[src/rtl/demux_seq_pkg.sv]
// Shared types and constants for the demux slot sequencer.
package demux_seq_pkg;

    localparam int unsigned NUM_CH = 4;
    localparam int unsigned CH_W   = 2;

    typedef enum logic [1:0] {
        IDLE   = 2'd0,
        LOAD   = 2'd1,
        ACTIVE = 2'd2
    } state_t;

    // Registered control word presented to the demux and its observers.
    typedef struct packed {
        logic [CH_W-1:0] sel;
        logic            en;
        logic            busy;
        logic            slot_done;
    } slot_out_t;

endpackage

[src/rtl/rr_pick.sv]
// Round-robin picker: first set request bit after ptr, wrapping around.
module rr_pick
    import demux_seq_pkg::*;
(
    input  logic [NUM_CH-1:0] req,
    input  logic [CH_W-1:0]   ptr,
    output logic [CH_W-1:0]   next,
    output logic              valid
);

    logic [CH_W-1:0] cand;

    // Scan farthest-first so the nearest set bit after ptr wins last.
    always_comb begin
        next  = '0;
        valid = 1'b0;
        cand  = '0;
        for (int k = NUM_CH; k >= 1; k--) begin
            cand = ptr + CH_W'(k);
            if (req[cand]) begin
                next  = cand;
                valid = 1'b1;
            end
        end
    end

endmodule

[src/rtl/demux_slot_sequencer.sv]
// Round-robin slot sequencer driving a 1-to-4 demux with break-before-make.
module demux_slot_sequencer
    import demux_seq_pkg::*;
#(
    parameter int unsigned DWELL = 4,
    parameter int unsigned CNT_W = 8
) (
    input  logic              clk,
    input  logic              rst_n,
    input  logic              run,
    input  logic [NUM_CH-1:0] req,
    output logic              s1,
    output logic              s0,
    output logic              en,
    output logic              busy,
    output logic              slot_done
);

    localparam logic [CNT_W-1:0] LAST = CNT_W'(DWELL - 1);

    state_t          state, state_nx;
    slot_out_t       out_q, out_nx;
    logic [CNT_W-1:0] count, count_nx;
    logic [CH_W-1:0] ptr, ptr_nx;
    logic [CH_W-1:0] pick;
    logic            pick_valid;

    rr_pick u_rr_pick (
        .req   (req),
        .ptr   (ptr),
        .next  (pick),
        .valid (pick_valid)
    );

    // State, counter, pointer and output registers.
    always_ff @(posedge clk or negedge rst_n) begin
        if (!rst_n) begin
            state <= IDLE;
            out_q <= '0;
            count <= '0;
            ptr   <= CH_W'(NUM_CH - 1);
        end else begin
            state <= state_nx;
            out_q <= out_nx;
            count <= count_nx;
            ptr   <= ptr_nx;
        end
    end

    // Next-state and next-output logic; select only moves on IDLE->LOAD.
    always_comb begin
        state_nx         = state;
        count_nx         = count;
        ptr_nx           = ptr;
        out_nx           = '0;
        out_nx.sel       = out_q.sel;

        unique case (state)
            IDLE: begin
                if (run && pick_valid) begin
                    out_nx.sel = pick;
                    ptr_nx     = pick;
                    state_nx   = LOAD;
                end
            end
            LOAD: begin
                if (run && req[out_q.sel]) begin
                    state_nx  = ACTIVE;
                    out_nx.en = 1'b1;
                    count_nx  = '0;
                end else begin
                    state_nx = IDLE;
                end
            end
            ACTIVE: begin
                if (!run || !req[out_q.sel]) begin
                    state_nx = IDLE;
                end else if (count == LAST) begin
                    state_nx         = IDLE;
                    out_nx.slot_done = 1'b1;
                end else begin
                    out_nx.en = 1'b1;
                    count_nx  = count + CNT_W'(1);
                end
            end
            default: begin
                state_nx = IDLE;
            end
        endcase

        out_nx.busy = (state_nx != IDLE);
    end

    assign s1        = out_q.sel[1];
    assign s0        = out_q.sel[0];
    assign en        = out_q.en;
    assign busy      = out_q.busy;
    assign slot_done = out_q.slot_done;

endmodule

[config.mk]
export PLATFORM = sky130hd
export DESIGN_NAME = demux_slot_sequencer
export DESIGN_NICKNAME = d
export VERILOG_FILES = /design/src/rtl/demux_seq_pkg.sv /design/src/rtl/rr_pick.sv /design/src/rtl/demux_slot_sequencer.sv
export SDC_FILE = /design/constraint.sdc
export NUM_CORES = 1
export LEC_CHECK = 0
export CAP_MARGIN = 40
export CELL_PAD_IN_SITES_DETAIL_PLACEMENT = 1
export CELL_PAD_IN_SITES_GLOBAL_PLACEMENT = 1
export CORE_ASPECT_RATIO = 1.5
export CORE_MARGIN = 4
export CORE_UTILIZATION = 38
export DETAILED_ROUTE_END_ITERATION = 10
export PLACE_DENSITY = 0.8
export SLEW_MARGIN = 20
export SYNTH_ARGS = -nofsm -noshare
export SYNTH_HDL_FRONTEND = slang
export SYNTH_SLANG_ARGS = --single-unit
[constraint.sdc]
create_clock -name clk -period 1.5 [get_ports clk]
set_input_delay 0.3 -clock clk [delete_from_list [all_inputs] [get_ports clk]]
set_output_delay 0.3 -clock clk [all_outputs]
set_load 0.1 [all_outputs]
Figure 1. Power grid (run 1).
The bar under the picture is 20 µm long. Pins as bars on the die edge.
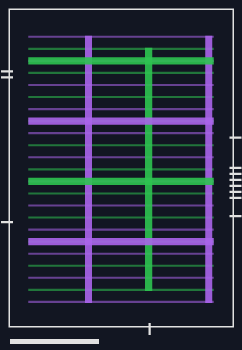
- VSS: purple
- VDD: green
- met4 straps: 3
- met5 straps: 4
- signal pins: 12
- met1 rails: 23
horizontal die dimension: 50.2 µm
die height: 71.3 µm
worst IR drop on VDD: 1.54 mV

Figure 2. Cell classes on the final placement (run 1).
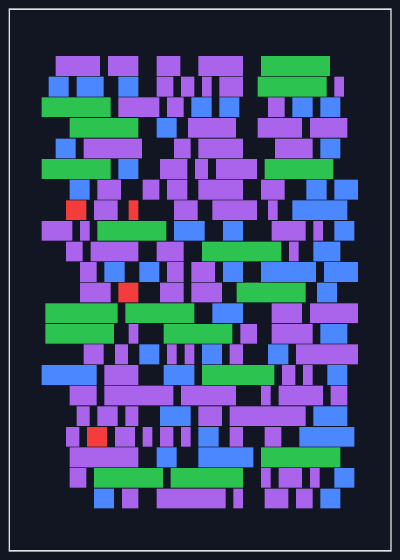
- other buffers and delay cells: blue (cells 42; share of their area 24%)
- all other logic: purple (cells 87; share of their area 49%)
- clock drivers and dummy loads: red (cells 4; share of their area 1.5%)
- flip-flops: green (cells 17; share of their area 25%)

Figure 3. Routed clock nets over the placement (run 1).
The bar under the picture is 20 µm long.
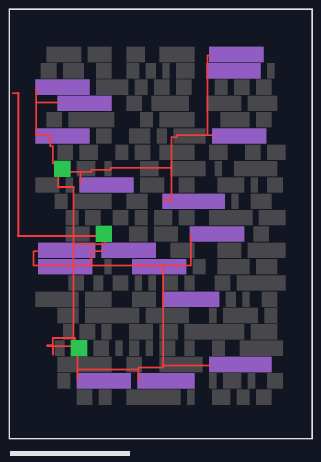
- flip-flops: purple (count 17)
- clock wires: red (length 250 µm)
- cells driving clock nets: green (count 3)
- routed clock nets: 4
Worst-Skew Late Latency: 300 ps
worst clock skew on the final layout: 5.53 ps

[run 1: routing by layer]
metal,track usage,vias to the layer above,part of all wire,wire length [µm]
met1,0.237,542,0.39,1540
met3,0.0499,15,0.040,157
met5,0,-,0,0
met2,0.385,38,0.54,2130
li1,-,475,-,-
met4,0.169,0,0.034,135
[run 1: state kept, by name, indices dropped and copies added, names as in the netlist]
| signal | count |
|---|---|
| busy | 1 |
| count | 8 |
| en | 1 |
| ptr | 2 |
| s0 | 1 |
| s1 | 1 |
| slot_done | 1 |
| state | 2 |
==> notes.md, run 1 <==
Synthesis and place-and-route results.

- The endpoint type of the worst setup path is a register.
- The largest share of the power goes to combinational logic.
- After layout, the design draws a total of between 3 and 4 mW.
- Per the synth log, the flip-flop and latch total comes to 17.
- On the final layout, the worst hold slack is approximately 320 ps.
- The mux contribution to synthesized area is 0.0296.
- The count of multi-input gates is 81.
- In the synthesized netlist the async set-or-reset flop fraction comes to 1.00.
- The area taken by flip-flops and latches is 437 µm².
- The placed instance area is roughly 0.0014 mm².
- The family of cells with the greatest summed delay on the critical path is simple AND/OR/NAND/NOR gates.
- The largest driver fanout on the critical path is 5.
- The maximum number of pins on one net before global-route repair is 18.
- The number of warnings in the stage logs is 32.
- The class occupying the most area after layout is reported as logic gates.
- The flow ran to the end, but the final reports show violations.
- The final standard cell count with taps included and fillers excluded is ~190.
- The CTS H-tree depth is 1.
- The share of the yosys chip area belonging to registers is 0.421.
- Once layout is done, the placed cells without fillers occupy roughly 0.0018 mm².
- Per the detail_route report, the via count comes to between 1,000 and 1,500.
- Checking max transition, the worst relative margin is 0.780.
- The power report lists cell-internal power as 1.61 mW.
- The placer congestion estimate is just under 0.9.
- The flop share of the area is 0.248.
- After layout, the worst setup slack is -334 ps.
- Per the final timing report, the hold violations number 0.
- By instance count after routing, the leading logic cell types are 27 x sky130_fd_sc_hd__buf_4, 12 x sky130_fd_sc_hd__dfrtp_1, 7 x sky130_fd_sc_hd__nand2_1.
- The timing report lists the critical path depth as 7 cells.
- The actual slew at the worst max-slew pin is roughly 330 ps.
- Counting the buffers created by CTS gives 3.
- The total die area is 0.00358 mm².
- The layout has 42 buffers outside the clock class.
- The number of tapcells is 36.
- In the final design database the tool counted between 150 and 200 nets.
- Non-clock inverters in the final layout number 6.
- The count of pins on the block boundary is 12.
- After layout, the minimum clock period comes to roughly 1800 ps.
- The cell-mix breakdown from Yosys lists the simple-gate area share as 0.211.
- The number of enable flip-flop cells is 0.
- The number of global-route vias before repair is 1,236.
- Per the GRT congestion report, total overflow comes to 0.
- The power consumed by sequential cells is about 0.83 mW.
- The endpoint arrival time on the critical path is slightly above 2000 ps.
- For reference, the critical path is captured by count[2]$_DFFE_PN0P_.
- Sorting the Yosys area breakdown by cell type puts at the top sky130_fd_sc_hd__dfrtp_1.
- The total of endpoints with negative setup slack in the final report is 14.
- In the post-synthesis netlist, the biggest area contributors are sky130_fd_sc_hd__dfrtp_1 37%, sky130_fd_sc_hd__ha_1 6.2%, sky130_fd_sc_hd__dfstp_2 5.2%.
- The total standard cell area after synthesis is just over 0.001 mm².
- In the final layout, the clock buffer count is 4.
- Setup repair after global routing could not meet its margin everywhere.
- For the final routed database, the setup TNS stands at -2490 ps.
- The checks that failed: setup timing.
- The first TritonRoute pass finished after 5 iterations.
- The number of flip-flops and latches is 17.
- The initial antenna violation count came to 0.
- The number of maximum-capacitance violations is 0.
- The floorplan step defined a core boundary enclosing roughly 0.0025 mm².
- After technology mapping, the gate count stands at 104.
- The share of total power dissipated in the clock network is 0.082.
- The final period utilization is 1.22.
- In this run the power spent charging and discharging nets is about 1.5 mW.
- The number of antenna diodes in the final layout is 0.
- The combinational family with the most area after synthesis is AND-OR/OR-AND gates.
- The cell-mix breakdown from Yosys lists the compound-gate area share as 0.212.
- The total number of placement rows is 22.
- Per the final layout report, the fraction of cells sized above drive strength 1 comes to 0.587.
- Yosys printed 0 warnings.
- The multi-input combinational area share is 0.465.
- The most common flop cell mapped by yosys is sky130_fd_sc_hd__dfrtp_1.
- The setup slack after placement is -446 ps.
- Clock tree synthesis selected as its root buffer the cell sky130_fd_sc_hd__clkbuf_4.
- The layout report lists the clock-cell share of area as 0.0149.
- In the synthesized netlist, the cells that appear most often are 15 x sky130_fd_sc_hd__dfrtp_1, 11 x sky130_fd_sc_hd__nand2_1, 9 x sky130_fd_sc_hd__nor2_1.
- On the reported timing paths, the clock transition at the registers reads about 100 ps.
- In this run the static leakage power is roughly 0.76 nW.
- For reference, the critical path cell chain is ha_2 > or4b_4 > nor4_4 > buf_6 > a2111oi_2 > xnor2_1 > nor2_1.
- The critical path's slowest cell is sky130_fd_sc_hd__or4b_4.
- The area used by multi-input combinational logic is between 800 and 900 µm².
- The sort of element at the start of the critical path is a register.
- Measured on the finished design, the core utilization comes to 0.703.
- The setup slack on the worst flop-to-flop path is -330 ps.
- In this run the deepest clock path goes through 2 buffers.
- The first global-routing pass estimated a little over 6000 µm of wire.
- The path class of the tightest hold or removal check is in -> async.
Figure 4. Metal layers overlaid (run 1).
The bar under the picture is 20 µm long.
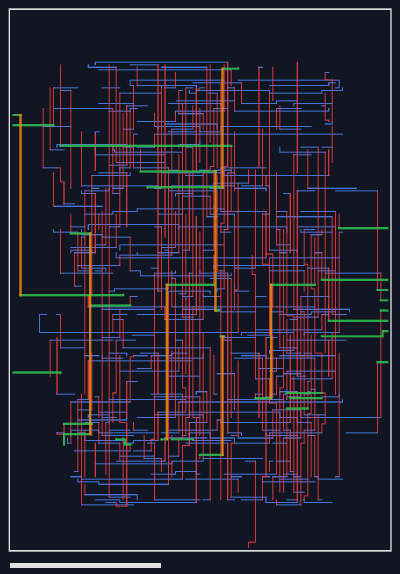

==> inputs of run 2 (changes only) <==
--- a/config.mk
+++ b/config.mk
@@ -10,9 +10,10 @@
 export CELL_PAD_IN_SITES_GLOBAL_PLACEMENT = 1
 export CORE_ASPECT_RATIO = 1.5
 export CORE_MARGIN = 4
-export CORE_UTILIZATION = 38
+export CORE_UTILIZATION = 42
 export DETAILED_ROUTE_END_ITERATION = 10
-export PLACE_DENSITY = 0.8
+export PLACE_DENSITY = 0.83
+export RECOVER_POWER = 25
 export SLEW_MARGIN = 20
 export SYNTH_ARGS = -nofsm -noshare
 export SYNTH_HDL_FRONTEND = slang
==> constraint.sdc (replaced) <==
create_clock -name clk -period 1.9 [get_ports clk]
set_input_delay 0.38 -clock clk [delete_from_list [all_inputs] [get_ports clk]]
set_output_delay 0.38 -clock clk [all_outputs]
set_load 0.1 [all_outputs]
Figure 5. Metal layers overlaid (run 2).
The bar under the picture is 10 µm long.
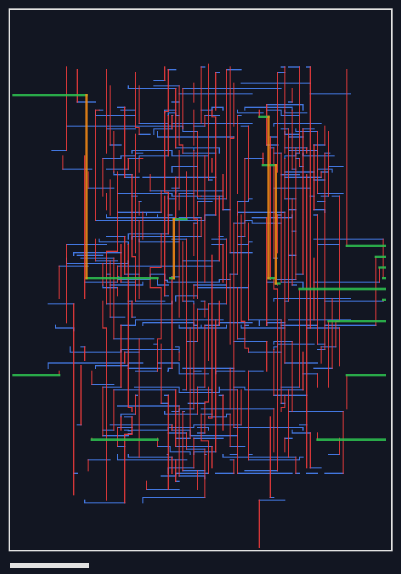
- met3: green (wire length 76.1 µm)
- met1: blue (wire length 1,030 µm)
- met4: orange (wire length 66.0 µm)
- met2: red (wire length 1,590 µm)
via count of the routed design: 927
GR Util All Layers: 0.201
average wire length per cell after detail routing: 17.7 µm
total wirelength of the detailed-routed design: 2760 µm

==> run 2 against run 1 <==
Against the previous run: the run now ends clean; synthesized area did not move; via count down 13%; hold slack improved by 140 ps; die area is 8.3% lower; count of clock-buffer cells in the layout unchanged; first-iteration DRC count up 67%; core utilization shrank 13 points; wire length decreased by 30%; critical endpoint is now count[1]$_DFFE_PN0P_; clock skew fell by 1.8 ps; global-route usage decreased by 2.5 points.
==> notes.md, run 2 <==
Synthesis and place-and-route results.

- The total standard cell area after synthesis is 0.00102 mm² (unchanged).
- The number of flip-flops under the largest register name is 8 (unchanged).
- The setup slack after placement came to -98.4 ps (was -446 ps).
- Top area cells in the synthesized netlist: sky130_fd_sc_hd__dfrtp_1 37%, sky130_fd_sc_hd__ha_1 6.2%, sky130_fd_sc_hd__dfstp_2 5.2% (unchanged).
- The most common flop cell mapped by yosys is sky130_fd_sc_hd__dfrtp_1 (unchanged).
- The count of multi-input gates is 81 (unchanged).
- The number of flip-flops and latches came to 17 (unchanged).
- The relative slew slack was 0.633 (was 0.780).
- The maximum clock insertion buffer count is 2 (unchanged).
- The placer congestion estimate is 0.817 (was 0.871).
- The number of search-and-repair iterations in the first detailed-routing pass is 4 (was 5).
- The setup slack on the worst flop-to-flop path is 60 ps (was -330 ps).
- Result of the run: complete, no violations (was complete, but fails checks).
- The total number of placement rows was 21 (was 22).
- The family of cells with the greatest summed delay on the critical path is simple AND/OR/NAND/NOR gates (unchanged).
- The number of global-route vias before repair is 995 (was 1,236).
- The post-layout instance area was 0.00130 mm² (was 0.00176 mm²).
- The clock-pin slew on the worst setup and hold paths is 100 ps (about the same).
- The number of maximum-capacitance violations is 0 (unchanged).
- Synth cell count leaders: 15 x sky130_fd_sc_hd__dfrtp_1, 11 x sky130_fd_sc_hd__nand2_1, 9 x sky130_fd_sc_hd__nor2_1 (unchanged).
- The number of tapcells was 23 (was 36).
- The count of antenna diodes in the layout is 0 (unchanged).
- The placed instance area is 0.00127 mm² (was 0.00142 mm²).
- The number of enable flip-flop cells is 0 (unchanged).
- The final period utilization is 0.971 (was 1.22).
- The endpoint arrival time on the critical path was 2020 ps (about the same).
- The worst path setup slack after routing was 55.8 ps (was -334 ps).
- The number of nets in the final layout is 146 (was 163).
- The worst voltage drop across the vdd grid is 0.683 mV (was 1.54 mV).
- The total of flip-flops plus latches after synthesis is 17 (unchanged).
- The library cell occupying the most area in the post-synthesis netlist is sky130_fd_sc_hd__dfrtp_1 (unchanged).
- The global-route wire length before repair was 4550 µm (was 6040 µm).
- The critical path endpoint was count[1]$_DFFE_PN0P_ (was count[2]$_DFFE_PN0P_).
- The number of clock buffers inserted by TritonCTS is 3 (unchanged).
- Cell-by-cell trace of the critical path: ha_2 > or4b_4 > nor4_4 > buf_4 > nor2_2 > a22o_1 (was ha_2 > or4b_4 > nor4_4 > buf_6 > a2111oi_2 > xnor2_1 > nor2_1).
- The number of warnings printed during yosys synthesis is 0 (unchanged).
- The fraction of area in clock buffers and inverters is 0.0202 (was 0.0149).
- The clock tree root buffer cell is sky130_fd_sc_hd__clkbuf_4 (unchanged).
- The area used by multi-input combinational logic is 568 µm² (was 818 µm²).
- The CTS H-tree depth is 1 (unchanged).
- The die boundary height came to 68.2 µm (was 71.3 µm).
- The final standard cell count with taps included and fillers excluded is 156 (was 186).
- The type of the worst min-delay path is in -> async (unchanged).
- The number of warnings in the stage logs is 29 (was 32).
- The maximum number of pins on one net before global-route repair came to 10 (was 18).
- The non-clock inverter count in the final layout is 6 (unchanged).
- The area taken by flip-flops and latches was 430 µm² (was 437 µm²).
- The share of the yosys chip area belonging to registers is 0.421 (unchanged).
- The flop share of the area is 0.331 (was 0.248).
Figure 6. Routed clock nets over the placement (run 2).
The bar under the picture is 10 µm long.
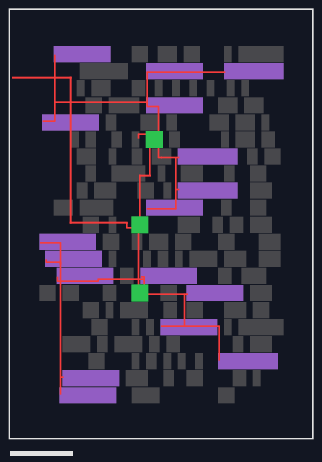
- flip-flops: purple (count 17)
- clock wires: red (length 222 µm)
- cells driving clock nets: green (count 3)
- routed clock nets: 4
worst clock skew on the final layout: 3.74 ps
fraction of power consumed by the clock network: 0.107
Worst-Skew Late Latency: 280 ps
P_clk: 0.190 mW

## run 2: layer usage
metal,wire length [µm],GRT usage
met1,1030,0.206
met3,76,0.0263
met5,0,0
met4,65,0.104
met2,1590,0.368
## run 2: what timing repair did
action	4_1_cts	5_1_grt
gates resized	0	1
buffers inserted	0	1
endpoints found under the setup margin	0	3
## run 2: power by group
group	switching [mW]	internal [mW]	leakage, nW
sequential	0.130	0.490	0.219
clock	0.108	0.0815	0.0150
combinational	0.599	0.358	0.343
total	0.837	0.930	0.577
## run 2: logic make-up after synthesis
group	synth area share
muxes	0.0296
buffers and inverters	0.0222
DFF	0.421
AOI/OAI and AO/OA	0.212
adders and majority gates	0.0616
xor gates and xnor gates	0.0431
and+or+nand+nor	0.211
==> inputs of run 3 (changes only) <==
--- a/config.mk
+++ b/config.mk
@@ -5,7 +5,7 @@
 export SDC_FILE = /design/constraint.sdc
 export NUM_CORES = 1
 export LEC_CHECK = 0
-export CAP_MARGIN = 40
+export CAP_MARGIN = 15
 export CELL_PAD_IN_SITES_DETAIL_PLACEMENT = 1
 export CELL_PAD_IN_SITES_GLOBAL_PLACEMENT = 1
 export CORE_ASPECT_RATIO = 1.5
Figure 7. Routed clock nets over the placement (run 3).
The bar under the picture is 10 µm long.
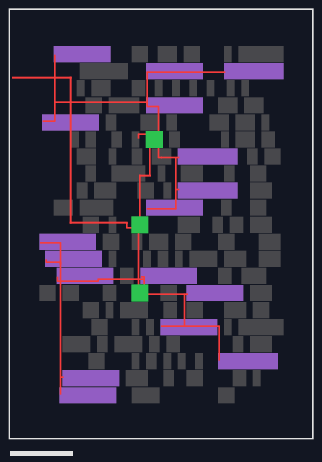
- cells driving clock nets: green (count 3)
- flip-flops: purple (count 17)
- clock wires: red (length 222 µm)
- routed clock nets: 4

Figure 8. Cell classes on the final placement (run 3).
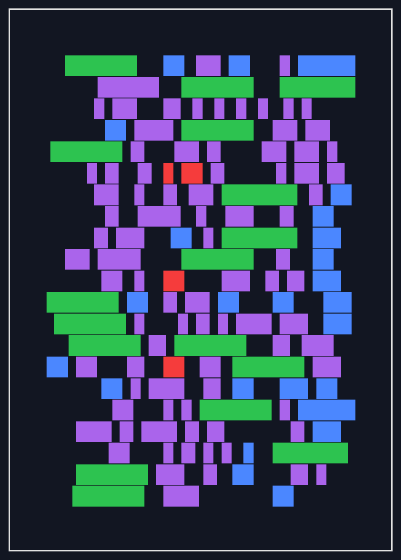
- flip-flops: green (cells 17; share of their area 34%)
- other buffers and delay cells: blue (cells 25; share of their area 18%)
- clock drivers and dummy loads: red (cells 4; share of their area 2.1%)
- all other logic: purple (cells 87; share of their area 46%)

==> run 3 against run 2 <==
Against the previous run: register-to-register slack about the same; wire length stayed put; synthesized cell count is the same; largest cell class unchanged; final cell count is the same; worst setup slack did not move; synthesized area is the same; combinational power about the same; sequential power about the same.
==> notes.md, run 3 <==
Synthesis and place-and-route results.

- The non-clock inverter count in the final layout is 6 (unchanged).
- The number of search-and-repair iterations in the first detailed-routing pass is 4 (unchanged).
- The count of pins on the block boundary is 12 (unchanged).
- Cell-by-cell trace of the critical path: ha_2 > or4b_4 > nor4_4 > buf_4 > nor2_2 > a22o_1 (unchanged).
- The multi-input combinational area share is 0.437 (unchanged).
- The initial antenna violation count is 0 (unchanged).
- The total of flip-flops plus latches after synthesis is 17 (unchanged).
- The count of antenna diodes in the layout is 0 (unchanged).
- The leading power group is combinational logic (unchanged).
- The number of post-CTS setup repair buffers is 0 (unchanged).
- The critical path's slowest cell was sky130_fd_sc_hd__or4b_4 (unchanged).
- The number of global-route vias before repair is 995 (unchanged).
- The total number of vias is 927 (unchanged).
- The routed wire length on met3 is 76 µm (unchanged).
- The hold violation total from the final report is 0 (unchanged).
- The family of cells with the greatest summed delay on the critical path is simple AND/OR/NAND/NOR gates (unchanged).
- The leakage power of the design is 0.577 nW (unchanged).
- The critical path endpoint is count[1]$_DFFE_PN0P_ (unchanged).
- The area used by multi-input combinational logic is 568 µm² (unchanged).
- The average wire per cell in the routed design was 17.7 µm (unchanged).
- The total number of placement rows was 21 (unchanged).
- The standard cell core area was 0.00226 mm² (unchanged).
- The library cell occupying the most area in the post-synthesis netlist is sky130_fd_sc_hd__dfrtp_1 (unchanged).
- The largest driver fanout on the critical path was 5 (unchanged).
- The total of endpoints with negative setup slack in the final report is 0 (unchanged).
- The share of total power in the clock network is 0.107 (about the same).
- The global-route wire length before repair is 4550 µm (unchanged).
- The CTS H-tree depth is 1 (unchanged).
- The endpoint arrival time on the critical path is 2020 ps (about the same).
- The number of tapcells was 23 (unchanged).
- The area fraction in full adders, half adders and majority gates was 0.0616 (unchanged).
- The placed instance area was 0.00127 mm² (unchanged).
- The number of maximum-capacitance violations is 0 (unchanged).
- The global routing usage on met3 is 0.0263 (unchanged).
- The endpoint type of the worst setup path was a register (unchanged).
- The worst voltage drop across the vdd grid is 0.683 mV (unchanged).
- Top Layout Cells: 16 x sky130_fd_sc_hd__buf_4, 13 x sky130_fd_sc_hd__dfrtp_1, 11 x sky130_fd_sc_hd__nand2_1 (unchanged).
- The mux contribution to synthesized area is 0.0296 (unchanged).
- The actual slew at the worst max-slew pin came to 550 ps (unchanged).
- The share of total power in sequential cells came to 0.351 (about the same).
- The met1 usage in global routing came to 0.206 (unchanged).
- The power dissipated in the clock network is 0.190 mW (about the same).
- The number of flip-flops under the largest register name was 8 (unchanged).
- The number of warnings printed during yosys synthesis is 0 (unchanged).
- The combinational family with the most area after synthesis is AND-OR/OR-AND gates (unchanged).
- The number of flip-flops and latches was 17 (unchanged).
- The final global-route overflow total is 0 (unchanged).
- Synth cell count leaders: 15 x sky130_fd_sc_hd__dfrtp_1, 11 x sky130_fd_sc_hd__nand2_1, 9 x sky130_fd_sc_hd__nor2_1 (unchanged).
- The net switching power is 0.837 mW (unchanged).
- The die width is 48.2 µm (unchanged).
- Top area cells in the synthesized netlist: sky130_fd_sc_hd__dfrtp_1 37%, sky130_fd_sc_hd__ha_1 6.2%, sky130_fd_sc_hd__dfstp_2 5.2% (unchanged).
- The aoi/oai-family share of the synthesized area is 0.212 (unchanged).
- The clock latency of the later-clocked register in the worst-skew pair came to 280 ps (about the same).
- The number of enable flip-flop cells is 0 (unchanged).
- Result of the run: complete, no violations (unchanged).
- The final standard cell count with taps included and fillers excluded is 156 (unchanged).
- The count of clock-net buffers in the final layout came to 4 (unchanged).
- The flop share of the area is 0.331 (unchanged).
- The met2 capacity usage during global routing is 0.368 (unchanged).
- The global-route usage over all layers is 0.201 (unchanged).
- The uppermost signal routing layer after detailed routing was met4 (unchanged).
- The share of layout cells above drive strength 1 came to 0.278 (unchanged).
- The maximum clock insertion buffer count is 2 (unchanged).
- The routed metal-1 wirelength is 1030 µm (unchanged).
- The relative contribution of combinational cells to total power came to 0.542 (about the same).
- The xor and xnor area share after synthesis is 0.0431 (unchanged).
- The total die area was 0.00329 mm² (unchanged).
- The async set or reset register ratio after synthesis is 1.00 (unchanged).
- The final period utilization was 0.971 (unchanged).
- The sort of element at the start of the critical path is a register (unchanged).
- The post-layout instance area is 0.00130 mm² (unchanged).
- The routed wire length is 2760 µm (unchanged).
- The clock tree root buffer cell is sky130_fd_sc_hd__clkbuf_4 (unchanged).
- The relative slew slack is 0.633 (unchanged).
- The post-cts resize count was 0 (unchanged).
- The most flop-heavy register was count (unchanged).
- The power of the combinational group is 0.957 mW (about the same).
- The share of the yosys chip area belonging to registers came to 0.421 (unchanged).
[run 3: cell counts after synthesis]
Identical to the previous run, type by type.
[run 3: per-stage QoR]
step / worst slack (ps) / hold slack (ps) / utilization / power [mW]
after floorplan: 148 / 84.4 / - / 1.23
after global placement: -0.386 / 478 / 0.561 / 1.53
final: 55.8 / 455 / 0.575 / 1.77
after global routing: -1.43 / 463 / 0.575 / 1.90
after detailed placement: -98.4 / 498 / 0.561 / 1.58
after CTS: 49.6 / 388 / 0.573 / 1.78
[run 3: kinds of logic (layout without fill, tap and decap cells)]
group                      count (synthesis)  in the layout
AOI/OAI and AO/OA                         28             28
and+or+nand+nor                           40             40
DFF                                       17             17
xor gates and xnor gates                   5              5
adders and majority gates                  5              5
buffers and inverters                      6             35
muxes                                      3              3
No activity file was given, so power comes from the tool's default toggle rates.
